--- config.mk ---
export PLATFORM = sky130hd
export DESIGN_NAME = memory_stage
export DESIGN_NICKNAME = d
export VERILOG_FILES = /design/src/rtl/mem_pkg.sv /design/src/rtl/load_align.sv /design/src/rtl/memory_stage.sv
export SDC_FILE = /design/constraint.sdc
export NUM_CORES = 1
export LEC_CHECK = 0
export ABC_AREA = 1
export CAP_MARGIN = 20
export CORE_UTILIZATION = 45
export CTS_CLUSTER_SIZE = 28
export DETAILED_ROUTE_END_ITERATION = 12
export PLACE_DENSITY = 0.8
export SLEW_MARGIN = 20
export SYNTH_ARGS = -nofsm -noshare
export SYNTH_HDL_FRONTEND = slang
export SYNTH_SLANG_ARGS = --single-unit
--- constraint.sdc ---
create_clock -name clock -period 1.8 [get_ports clock]
set_clock_uncertainty 0.2 [all_clocks]
set_input_delay 0.18 -clock clock [delete_from_list [all_inputs] [get_ports clock]]
set_output_delay 0.18 -clock clock [all_outputs]
set_load 0.02 [all_outputs]
--- src/rtl/mem_pkg.sv ---
// mem_pkg: shared encodings for the MEM stage (funct3 sizes, writeback selects, FSM states)
// and the store lane helpers used when building a data-memory request.
package mem_pkg;
    localparam logic [2:0] F3_LB  = 3'b000;
    localparam logic [2:0] F3_LH  = 3'b001;
    localparam logic [2:0] F3_LW  = 3'b010;
    localparam logic [2:0] F3_LBU = 3'b100;
    localparam logic [2:0] F3_LHU = 3'b101;

    localparam logic [1:0] MTR_PC  = 2'd0;
    localparam logic [1:0] MTR_MEM = 2'd1;
    localparam logic [1:0] MTR_ALU = 2'd2;
    localparam logic [1:0] MTR_CSR = 2'd3;

    typedef enum logic {IDLE, WAIT_RSP} state_t;

    // funct3[1:0]: 00 byte, 01 half, 1x word
    function automatic logic [3:0] store_strb(input logic [2:0] f3, input logic [1:0] a);
        return f3[1] ? 4'b1111 : f3[0] ? 4'b0011 << {a[1], 1'b0} : 4'b0001 << a;
    endfunction

    function automatic logic [31:0] store_data(input logic [2:0] f3, input logic [31:0] d);
        return f3[1] ? d : f3[0] ? {2{d[15:0]}} : {4{d[7:0]}};
    endfunction
endpackage

--- src/rtl/load_align.sv ---
// load_align: picks the addressed byte/half out of a raw read word and sign- or zero-extends it;
// undefined load sizes fall through as a whole word.
module load_align
    import mem_pkg::*;
(
    input  logic [31:0] rsp_data,
    input  logic [1:0]  addr,
    input  logic [2:0]  funct3,
    output logic [31:0] data
);
    logic [7:0]  b;
    logic [15:0] h;

    assign b = rsp_data[{addr, 3'b000} +: 8];
    assign h = rsp_data[{addr[1], 4'b0000} +: 16];

    always_comb begin
        data = funct3 == F3_LB  ? {{24{b[7]}}, b} :
               funct3 == F3_LH  ? {{16{h[15]}}, h} :
               funct3 == F3_LBU ? {24'b0, b} :
               funct3 == F3_LHU ? {16'b0, h} : rsp_data;
    end
endmodule

--- src/rtl/memory_stage.sv ---
// memory_stage: RV32 MEM stage owning the MEM/WB register; one outstanding data access at a time.
// Define MEM_MISALIGN_TRAP_EN to drop misaligned half/word accesses and pulse io_misalign.
module memory_stage
    import mem_pkg::*;
#(
    parameter int XLEN = 32
) (
    input  logic            clock,
    input  logic            reset,
    input  logic            io_ex_valid,
    input  logic [XLEN-1:0] io_ex_aluresult,
    input  logic [XLEN-1:0] io_ex_storedata,
    input  logic            io_ex_memread,
    input  logic            io_ex_memwrite,
    input  logic [2:0]      io_ex_funct3,
    input  logic [1:0]      io_ex_memtoreg,
    input  logic [XLEN-1:0] io_ex_reg_pc,
    input  logic [4:0]      io_ex_rd,
    input  logic            io_ex_regwrite,
    input  logic            io_flush,
    output logic            io_stall,
`ifdef MEM_MISALIGN_TRAP_EN
    output logic            io_misalign,
`endif
    output logic            io_dmem_req_valid,
    input  logic            io_dmem_req_ready,
    output logic [XLEN-1:0] io_dmem_addr,
    output logic            io_dmem_we,
    output logic [3:0]      io_dmem_wstrb,
    output logic [XLEN-1:0] io_dmem_wdata,
    input  logic            io_dmem_rsp_valid,
    input  logic [XLEN-1:0] io_dmem_rsp_data,
    output logic            io_wb_valid,
    output logic            io_wb_regwrite,
    output logic [XLEN-1:0] io_wb_aluresult,
    output logic [XLEN-1:0] io_wb_readdata,
    output logic [XLEN-1:0] io_wb_reg_pc,
    output logic [1:0]      io_wb_memtoreg,
    output logic [4:0]      io_wb_rd
);
    state_t          state;
    logic [1:0]      cap_addr;
    logic [2:0]      cap_funct3;
    logic            cap_store;
    logic [1:0]      cap_memtoreg;
    logic [XLEN-1:0] cap_pc;
    logic [XLEN-1:0] cap_alu;
    logic [4:0]      cap_rd;
    logic            cap_regwrite;
    logic            ex_live;
    logic            mem_op;
    logic            misalign;
    logic            issue;
    logic [XLEN-1:0] load_data;

    assign ex_live = io_ex_valid & ~io_flush;
    assign mem_op  = ex_live & (io_ex_memread | io_ex_memwrite);
`ifdef MEM_MISALIGN_TRAP_EN
    assign misalign = mem_op & (io_ex_funct3[1] ? |io_ex_aluresult[1:0]
                                                : io_ex_funct3[0] & io_ex_aluresult[0]);
`else
    assign misalign = 1'b0;
`endif
    assign issue = mem_op & ~misalign;

    assign io_dmem_req_valid = state == IDLE && issue;
    assign io_stall          = state == IDLE ? issue & ~io_dmem_req_ready : ~io_dmem_rsp_valid;
    assign io_dmem_addr      = {io_ex_aluresult[XLEN-1:2], 2'b00};
    assign io_dmem_we        = io_ex_memwrite;
    assign io_dmem_wstrb     = io_ex_memwrite ? store_strb(io_ex_funct3, io_ex_aluresult[1:0]) : 4'b0000;
    assign io_dmem_wdata     = store_data(io_ex_funct3, io_ex_storedata);

    load_align u_load_align (
        .rsp_data (io_dmem_rsp_data),
        .addr     (cap_addr),
        .funct3   (cap_funct3),
        .data     (load_data)
    );

    always_ff @(posedge clock or negedge reset) begin
        if (!reset) begin
            state           <= IDLE;
            cap_addr        <= '0;
            cap_funct3      <= '0;
            cap_store       <= 1'b0;
            cap_memtoreg    <= '0;
            cap_pc          <= '0;
            cap_alu         <= '0;
            cap_rd          <= '0;
            cap_regwrite    <= 1'b0;
            io_wb_valid     <= 1'b0;
            io_wb_regwrite  <= 1'b0;
            io_wb_aluresult <= '0;
            io_wb_readdata  <= '0;
            io_wb_reg_pc    <= '0;
            io_wb_memtoreg  <= '0;
            io_wb_rd        <= '0;
        end else if (io_stall) begin
            io_wb_valid    <= 1'b0;
            io_wb_regwrite <= 1'b0;
        end else if (state == WAIT_RSP) begin
            state           <= IDLE;
            io_wb_valid     <= 1'b1;
            io_wb_regwrite  <= cap_regwrite;
            io_wb_aluresult <= cap_alu;
            io_wb_readdata  <= cap_store ? '0 : load_data;
            io_wb_reg_pc    <= cap_pc;
            io_wb_memtoreg  <= cap_memtoreg;
            io_wb_rd        <= cap_rd;
        end else if (issue) begin
            // request accepted this edge: the instruction retires later, so MEM/WB takes a bubble now
            state          <= WAIT_RSP;
            cap_addr       <= io_ex_aluresult[1:0];
            cap_funct3     <= io_ex_funct3;
            cap_store      <= io_ex_memwrite;
            cap_memtoreg   <= io_ex_memtoreg;
            cap_pc         <= io_ex_reg_pc;
            cap_alu        <= io_ex_aluresult;
            cap_rd         <= io_ex_rd;
            cap_regwrite   <= io_ex_regwrite;
            io_wb_valid    <= 1'b0;
            io_wb_regwrite <= 1'b0;
        end else begin
            io_wb_valid     <= ex_live & ~misalign;
            io_wb_regwrite  <= ex_live & ~misalign & io_ex_regwrite;
            io_wb_aluresult <= io_ex_aluresult;
            io_wb_readdata  <= '0;
            io_wb_reg_pc    <= io_ex_reg_pc;
            io_wb_memtoreg  <= io_ex_memtoreg;
            io_wb_rd        <= io_ex_rd;
        end
    end

`ifdef MEM_MISALIGN_TRAP_EN
    always_ff @(posedge clock or negedge reset) begin
        if (!reset) io_misalign <= 1'b0;
        else        io_misalign <= state == IDLE && misalign;
    end
`endif
endmodule

Figure 1. Met3 routing (run 1).
Drawn at 3 px/um.
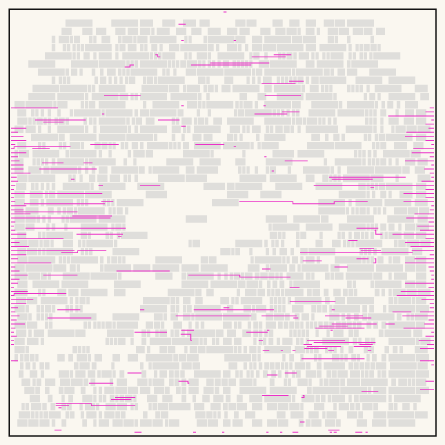
196 nets have wire on it. The wires run mostly horizontal. The longest straight run is 39.8 um. The layer carries 1600 um of wire. The layer holds 6.0% of the routed length.
via count: 8670
GR Layer Usage met3: 0.04725
WL final: 26640 um

Figure 2. Metal 1 (run 1).
Drawn at 2 px/um. Supply wires on this layer in gray.
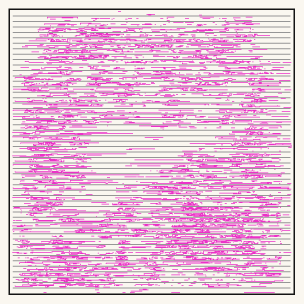
The wires run mostly horizontal. 1419 nets have wire on it. The layer holds 42% of the routed length. The layer carries 11100 um of wire.
met1 usage: 0.3371

==> flow_metrics.tcl, run 1 <==
# metrics dict for downstream scripts
set metrics [dict create \
    status "finished, violations left" \
    violations "setup timing" \
    crit_end "io_dmem_wdata[13]" \
    clockBufferDepth 2 \
    grt_use_met2 0.4571 \
    setup.worst_path.class "in -> out" \
    avgSynthCellArea_sq_um 7.729 \
    endpoint_kind "output port" \
    seq_cells 182 \
    fmax_mhz 545.5 \
    place_congestion 0.9302 \
    dr_wl_met2_um 13220 \
    synth_cell_types 27 \
    tightestPinTransition_ns 0.8560 \
    grt_overflow 0 \
    firstDrtPassIters 6 \
    finalSetupTns_ns -0.03326 \
    mostFrequentLayoutCells "nand2_1 (470), clkdlybuf4s50_1 (188), dfrtp_1 (181)" \
    synth.cell_area_sq_mm 0.008788 \
    final-setup-viol-count 1 \
    cts_max_level 4 \
    p_sw_mw 4.446 \
    buffer_area_frac 0.3061 \
    power_leader "registers" \
    startpoint "io_ex_funct3[0]" \
    holdBufCountCts 1 \
    cts_inserted_buffers 17 \
    cts_root_buffer "clkbuf_16" \
    numSynthFlops 182 \
    holdWs_ns 0.06417 \
    reg2reg_to "io_wb_aluresult[15]$_DFFE_PN0P_" \
    timing.final.ws_setup_ns -0.03326 \
    fin_crit_ns 1.833 \
    grt_pass1_wl_um 42000 \
    synthAoiAreaFrac 0.1263 \
    critPathBufInv 3 \
    wl_met1_um 11100 \
    vias_per_cell 5.038 \
    placedCellCount 1684 \
    fin_cells 1721 \
    ys_sh_simple 0.2627 \
    inv_count 45 \
    ys_area_sq_mm 0.008788 \
    cts_resized 138 \
    comb_cells 802 \
    ys_cells 1137 \
    crit_chain "clkdlybuf4s50_1 > buf_12 > a21oi_1 > o21ai_1 > o21ai_0 > clkdlybuf4s15_1" \
    drive_gt1_frac 0.1095 \
    place_ws_ns -0.3758 \
    post-route-period-util 1.018 \
    nets 1595 \
    critical_path_peak_fanout 21 \
    slew_violations 0 \
    grt_busiest_layer "met2" \
    place_area_sq_mm 0.01245 \
    gr-usage-all-layers 0.2664 \
    reg2reg_from "state$_DFFE_PN0N_" \
    die_w_um 141.8 \
    final_common_cell "nand2_1" \
    xor_share 0 \
    nNonClkBuffers 400 \
    min_path_type "in -> async" \
    num-fill-cells 1492 \
    comb_area_sq_mm 0.003437 \
    grt_max_degree 74 \
    yosys_warnings 0 \
    comb_share 0.2617 \
    drt_iter0_drc 563 \
    clock_sinks 182 \
    die_h_um 141.8 \
    yosysSeqAreaShare 0.5182 \
    tool_warnings 28 \
    regArea_sq_mm 0.004556 \
    slew_headroom 0.4293 \
    r2r_slack_ns 0.05 \
    crit_arrival_ns 1.45 \
    fin_area_sq_mm 0.01313 \
    ys_top_logic_family "simple AND/OR/NAND/NOR gates" \
    muxShareOfSynthArea 0 \
]
Figure 3. Clock network drawn from the DEF (run 1).
Drawn at 3 px/um.
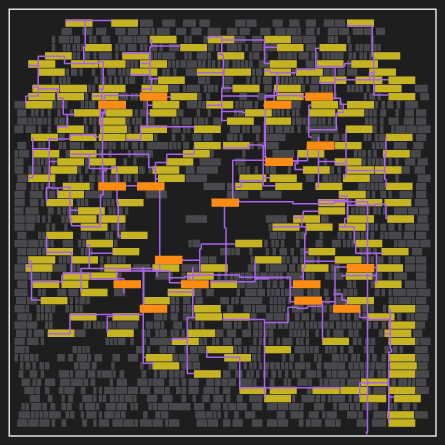
Key: cells driving clock nets = orange [count 17]; clock wires = purple [length 2120 um]; flip-flops = yellow [count 182]
There are 18 routed clock nets. Position of the flops: spread over the die.
clk ins delay skew pair: 0.43 ns
Power Clock: 3.86 mW
clock network power share: 0.298

Figure 4. Cell density map (run 1).
Drawn at 3 px/um. 14 x 14 tiles, from white (low) to dark blue (high), 0 to 100% covered.
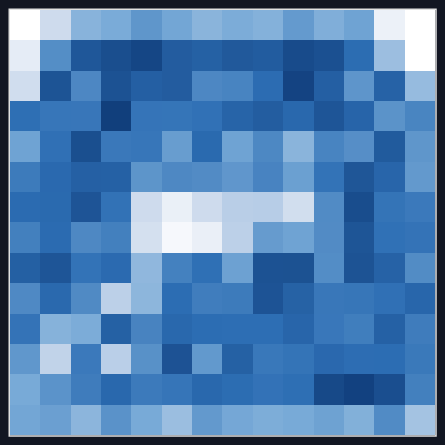
34% of the tiles are over 75% full. The emptiest ninth of the die: center. The mean over all tiles is 64%.
Initial Util: 0.4652
core area: 0.01889 sq mm
Layout Utilization: 0.6952

[run 1: worst reg2reg max path: cells and delay by family, from the launching register on]
family,cells,cell delay (ns)
AND/OR/NAND/NOR,3,0.28
buffers and inverters,4,0.62
flip-flops,1,0.41
AND-OR/OR-AND,1,0.16
[run 1: synthesized netlist by cell type, drive strengths merged]
cell type / instances / area (sq um)
or2: 2 / 12.51
conb: 1 / 3.750
nand3: 7 / 45.04
dfrtp: 182 / 4554
buf: 80 / 530.5
o211ai: 1 / 7.510
nor2: 112 / 430.4
a21oi: 55 / 286.5
a31oi: 72 / 450.4
nand2: 475 / 1805
clkbuf: 29 / 110.1
o21ai: 73 / 365.4
inv: 45 / 171.4
nor3: 3 / 15.01
==> run 1 -> run 2 <==
--- a/config.mk
+++ b/config.mk
@@ -7,7 +7,9 @@
 export LEC_CHECK = 0
 export ABC_AREA = 1
 export CAP_MARGIN = 20
-export CORE_UTILIZATION = 45
+export CELL_PAD_IN_SITES_DETAIL_PLACEMENT = 1
+export CELL_PAD_IN_SITES_GLOBAL_PLACEMENT = 1
+export CORE_UTILIZATION = 32
 export CTS_CLUSTER_SIZE = 28
 export DETAILED_ROUTE_END_ITERATION = 12
 export PLACE_DENSITY = 0.8
Figure 5. Clock wiring as the flow saved it (run 2).
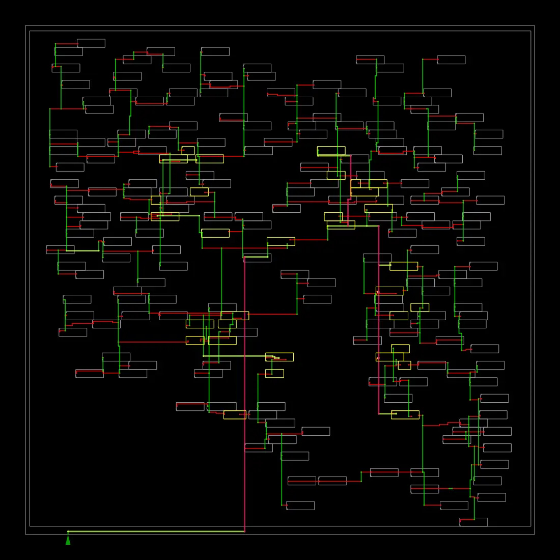
Power Clock: 4.05 mW
clk ins delay skew pair: 0.44 ns
flip-flops: 182

==> run 2 against run 1 <==
Against the previous run:
- the run still ends with setup timing left
- flip-flop count did not move
- setup slack improved by 0.032 ns
- largest power group unchanged
- critical path type is now reg -> out
- critical endpoint is now io_stall
- highest routed layer is now met5
- sequential share of layout area fell by 1.3 points
==> flow_metrics.tcl, run 2 <==
# metrics dict for downstream scripts
set metrics [dict create \
    use_met1 0.2758 \
    cts_resized 197 \
    final_common_cell "nand2_1" \
    synth_async_sr_flop_share 1.000 \
    tightestPinTransition_ns 0.6530 \
    critPathBufInv 2 \
    endpoint_kind "output port" \
    grt_pass1_wl_um 49780 \
    common_cells "nand2_1 (470), dfrtp_1 (182), nor2_1 (110)" \
    gr-usage-all-layers 0.2219 \
    grt_max_degree 74 \
    cts_root_buffer "clkbuf_16" \
    drt_iter0_drc 424 \
    grt_use_met2 0.3821 \
    synth-edff-count 0 \
    finalSetupTns_ns -0.001363 \
    fin_crit_ns 1.801 \
    fin_area_sq_mm 0.01363 \
    wl_met1_um 14190 \
    avgSynthCellArea_sq_um 7.729 \
    vias_per_cell 4.939 \
    fin_cells 1824 \
    ys_top_logic_family "simple AND/OR/NAND/NOR gates" \
    clockBufferDepth 2 \
    crit_end "io_stall" \
    die_w_um 167.7 \
    finalWirelength_um 32140 \
    worstPathRequired_ns 1.42 \
    min_path_type "in -> async" \
    clock_sinks 182 \
    status "finished, violations left" \
    grt_busiest_layer "met2" \
    cts_max_level 4 \
    top_cell_area_share 0.5182 \
    ys_cells 1137 \
    slew_headroom 0.5646 \
    yosysSeqAreaShare 0.5182 \
    r2r_slack_ns 0.04 \
    muxShareOfSynthArea 0 \
    startpoint "state$_DFFE_PN0N_" \
    reg2reg_to "cap_alu[1]$_DFFE_PN0P_" \
    critical_path_peak_fanout 3 \
    hold_viol_final 0 \
    nets 1616 \
    vias 9008 \
    crit_chain "inv_2 > nand3_2 > o21ai_1 > buf_4" \
    ys_sh_simple 0.2627 \
    post-route-period-util 1.001 \
    die_h_um 167.7 \
    reg2reg_from "state$_DFFE_PN0N_" \
    syn_to_final_growth_pct 55.13 \
    crit_arrival_ns 1.42 \
    dr_wl_met2_um 15810 \
    final-setup-viol-count 1 \
    ys_area_sq_mm 0.008788 \
    numSynthFlops 182 \
    grt_overflow 0 \
    slew_violations 0 \
    synthFlopType "dfrtp_1" \
    yosys_warnings 0 \
    synth.cell_area_sq_mm 0.008788 \
    post_cts_buffers 0 \
    holdWs_ns 0.03116 \
    synth_cell_types 27 \
    cts_inserted_buffers 17 \
    final_core_util 0.5059 \
    fmax_mhz 555.1 \
    violations "setup timing" \
    largest_area_cell "dfrtp_1" \
    synthAoiAreaFrac 0.1263 \
    drive_gt1_frac 0.1235 \
    timing.final.ws_setup_ns -0.001363 \
    fp_util 0.3261 \
    tool_warnings 27 \
    holdBufCountCts 1 \
    coreArea_sq_mm 0.02695 \
    xor_share 0 \
    placedCellCount 1775 \
    top_cell "nand2_1" \
    place_congestion 0.8601 \
    setup.worst_path.class "reg -> out" \
    place_area_sq_mm 0.01275 \
    place_ws_ns -0.4398 \
    synthTopCellsByArea "dfrtp_1 (52%), nand2_1 (20%), a31oi_1 (5.1%), nor2_1 (4.7%), buf_4 (3.8%)" \
]
run 2: cell counts after synthesis:
Identical to the previous run, type by type.
run 2: power breakdown:
part / internal, mW / leakage [nW] / switching (mW) / total [mW]
Clock: 1.98 / 0.311 / 2.08 / 4.05
Combinational: 1.76 / 4.32 / 2.35 / 4.10
Sequential: 4.79 / 2.25 / 0.436 / 5.22
Total: 8.52 / 6.89 / 4.86 / 13.4
run 2: final cells by class:
class,instances,area [sq um]
clock buffer,17,425.4
sequential,182,4557
antenna,1,2.502
fill,3213,13320
timing repair buffer,420,4335
inverter,45,191.4
multi-input combinational,802,3463
tap,341,426.7
timing repair inverter,1,8.758
clock inverter,15,222.7
==> run 2 -> run 3 <==
--- a/config.mk
+++ b/config.mk
@@ -9,10 +9,10 @@
 export CAP_MARGIN = 20
 export CELL_PAD_IN_SITES_DETAIL_PLACEMENT = 1
 export CELL_PAD_IN_SITES_GLOBAL_PLACEMENT = 1
-export CORE_UTILIZATION = 32
+export CORE_UTILIZATION = 29
 export CTS_CLUSTER_SIZE = 28
 export DETAILED_ROUTE_END_ITERATION = 12
-export PLACE_DENSITY = 0.8
+export PLACE_DENSITY = 0.77
 export SLEW_MARGIN = 20
 export SYNTH_ARGS = -nofsm -noshare
 export SYNTH_HDL_FRONTEND = slang
==> constraint.sdc (replaced) <==
create_clock -name clock -period 1.5 [get_ports clock]
set_clock_uncertainty 0.2 [all_clocks]
set_input_delay 0.15 -clock clock [delete_from_list [all_inputs] [get_ports clock]]
set_output_delay 0.15 -clock clock [all_outputs]
set_load 0.02 [all_outputs]
Figure 6. Clock wiring as the flow saved it (run 3).
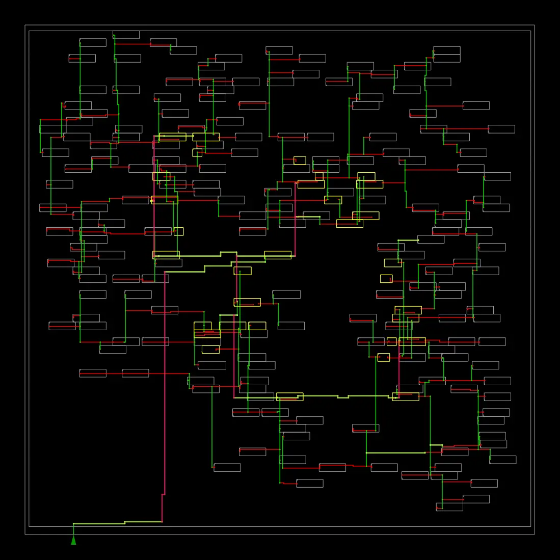
layout clock buffer count: 17
Power Clock: 4.85 mW

==> run 3 against run 2 <==
Against the previous run:
- the flow still finishes with violations (setup timing)
- sequential power grew 25%
- core utilization up 4.8 points
- clock power up about 20%
- total power is 37% higher
- setup slack lost 0.32 ns
- worst hold slack got worse by 0.024 ns
- critical path type is now reg -> reg
- largest cell class is now buffers
- largest power group is now combinational logic
- highest routed layer unchanged
==> flow_metrics.tcl, run 3 <==
# metrics dict for downstream scripts
set metrics [dict create \
    cts_inserted_buffers 17 \
    regArea_sq_mm 0.004559 \
    violations "setup timing" \
    ys_cells 1137 \
    reg2reg_from "state$_DFFE_PN0N_" \
    yosys_warnings 0 \
    clockBufferDepth 2 \
    vias_per_cell 5.037 \
    cts_root_buffer "clkbuf_16" \
    final_common_cell "nand2_1" \
    post-route-period-util 1.213 \
    final-setup-viol-count 184 \
    critical_path_peak_fanout 21 \
    synthFlopType "dfrtp_1" \
    top_cell_area_share 0.5182 \
    finalWirelength_um 42440 \
    largest_area_cell "dfrtp_1" \
    yosysSeqAreaShare 0.5182 \
    timing.final.ws_setup_ns -0.3201 \
    reg2reg_to "io_wb_reg_pc[0]$_DFFE_PN0P_" \
    num-fill-cells 3278 \
    die_h_um 176.1 \
    power_frac_seq 0.357 \
    buffer_area_frac 0.3313 \
    clk_share 0.03783 \
    power_leader "combinational logic" \
    ys_area_sq_mm 0.008788 \
    status "finished, violations left" \
    combPwrFrac 0.378 \
    top_cell "nand2_1" \
    comb_area_sq_mm 0.005066 \
    holdWs_ns 0.006750 \
    firstDrtPassIters 4 \
    common_cells "nand2_1 (470), dfrtp_1 (182), nor2_1 (110)" \
    fp_util 0.2957 \
    fin_area_sq_mm 0.01647 \
]
==> run 3: cell counts after synthesis <==
No cell type changed its count.
==> run 3: cell families (layout without fill, tap and decap cells) <==
| kind of cell | Yosys count | count (layout) | synth area share |
|---|---|---|---|
| compound gates | 201 | 201 | 0.1263 |
| buf+inv | 154 | 589 | 0.09240 |
| flops | 182 | 182 | 0.5182 |
| other cells | 1 | 5 | 0.0004267 |
| simple gates | 599 | 600 | 0.2627 |
==> run 3: timing repair <==
| action | in CTS | in global routing |
|---|---|---|
| resized | 736 | 356 |
| buffers inserted | 31 | 13 |
| endpoints found under the hold margin | 182 | 1 |
| cloned | 32 | 9 |
| hold buffers | 2 | 1 |
| pin swaps | 43 | 71 |
| setup endpoints to repair | 354 | 296 |
No activity file was given, so power comes from the tool's default toggle rates.
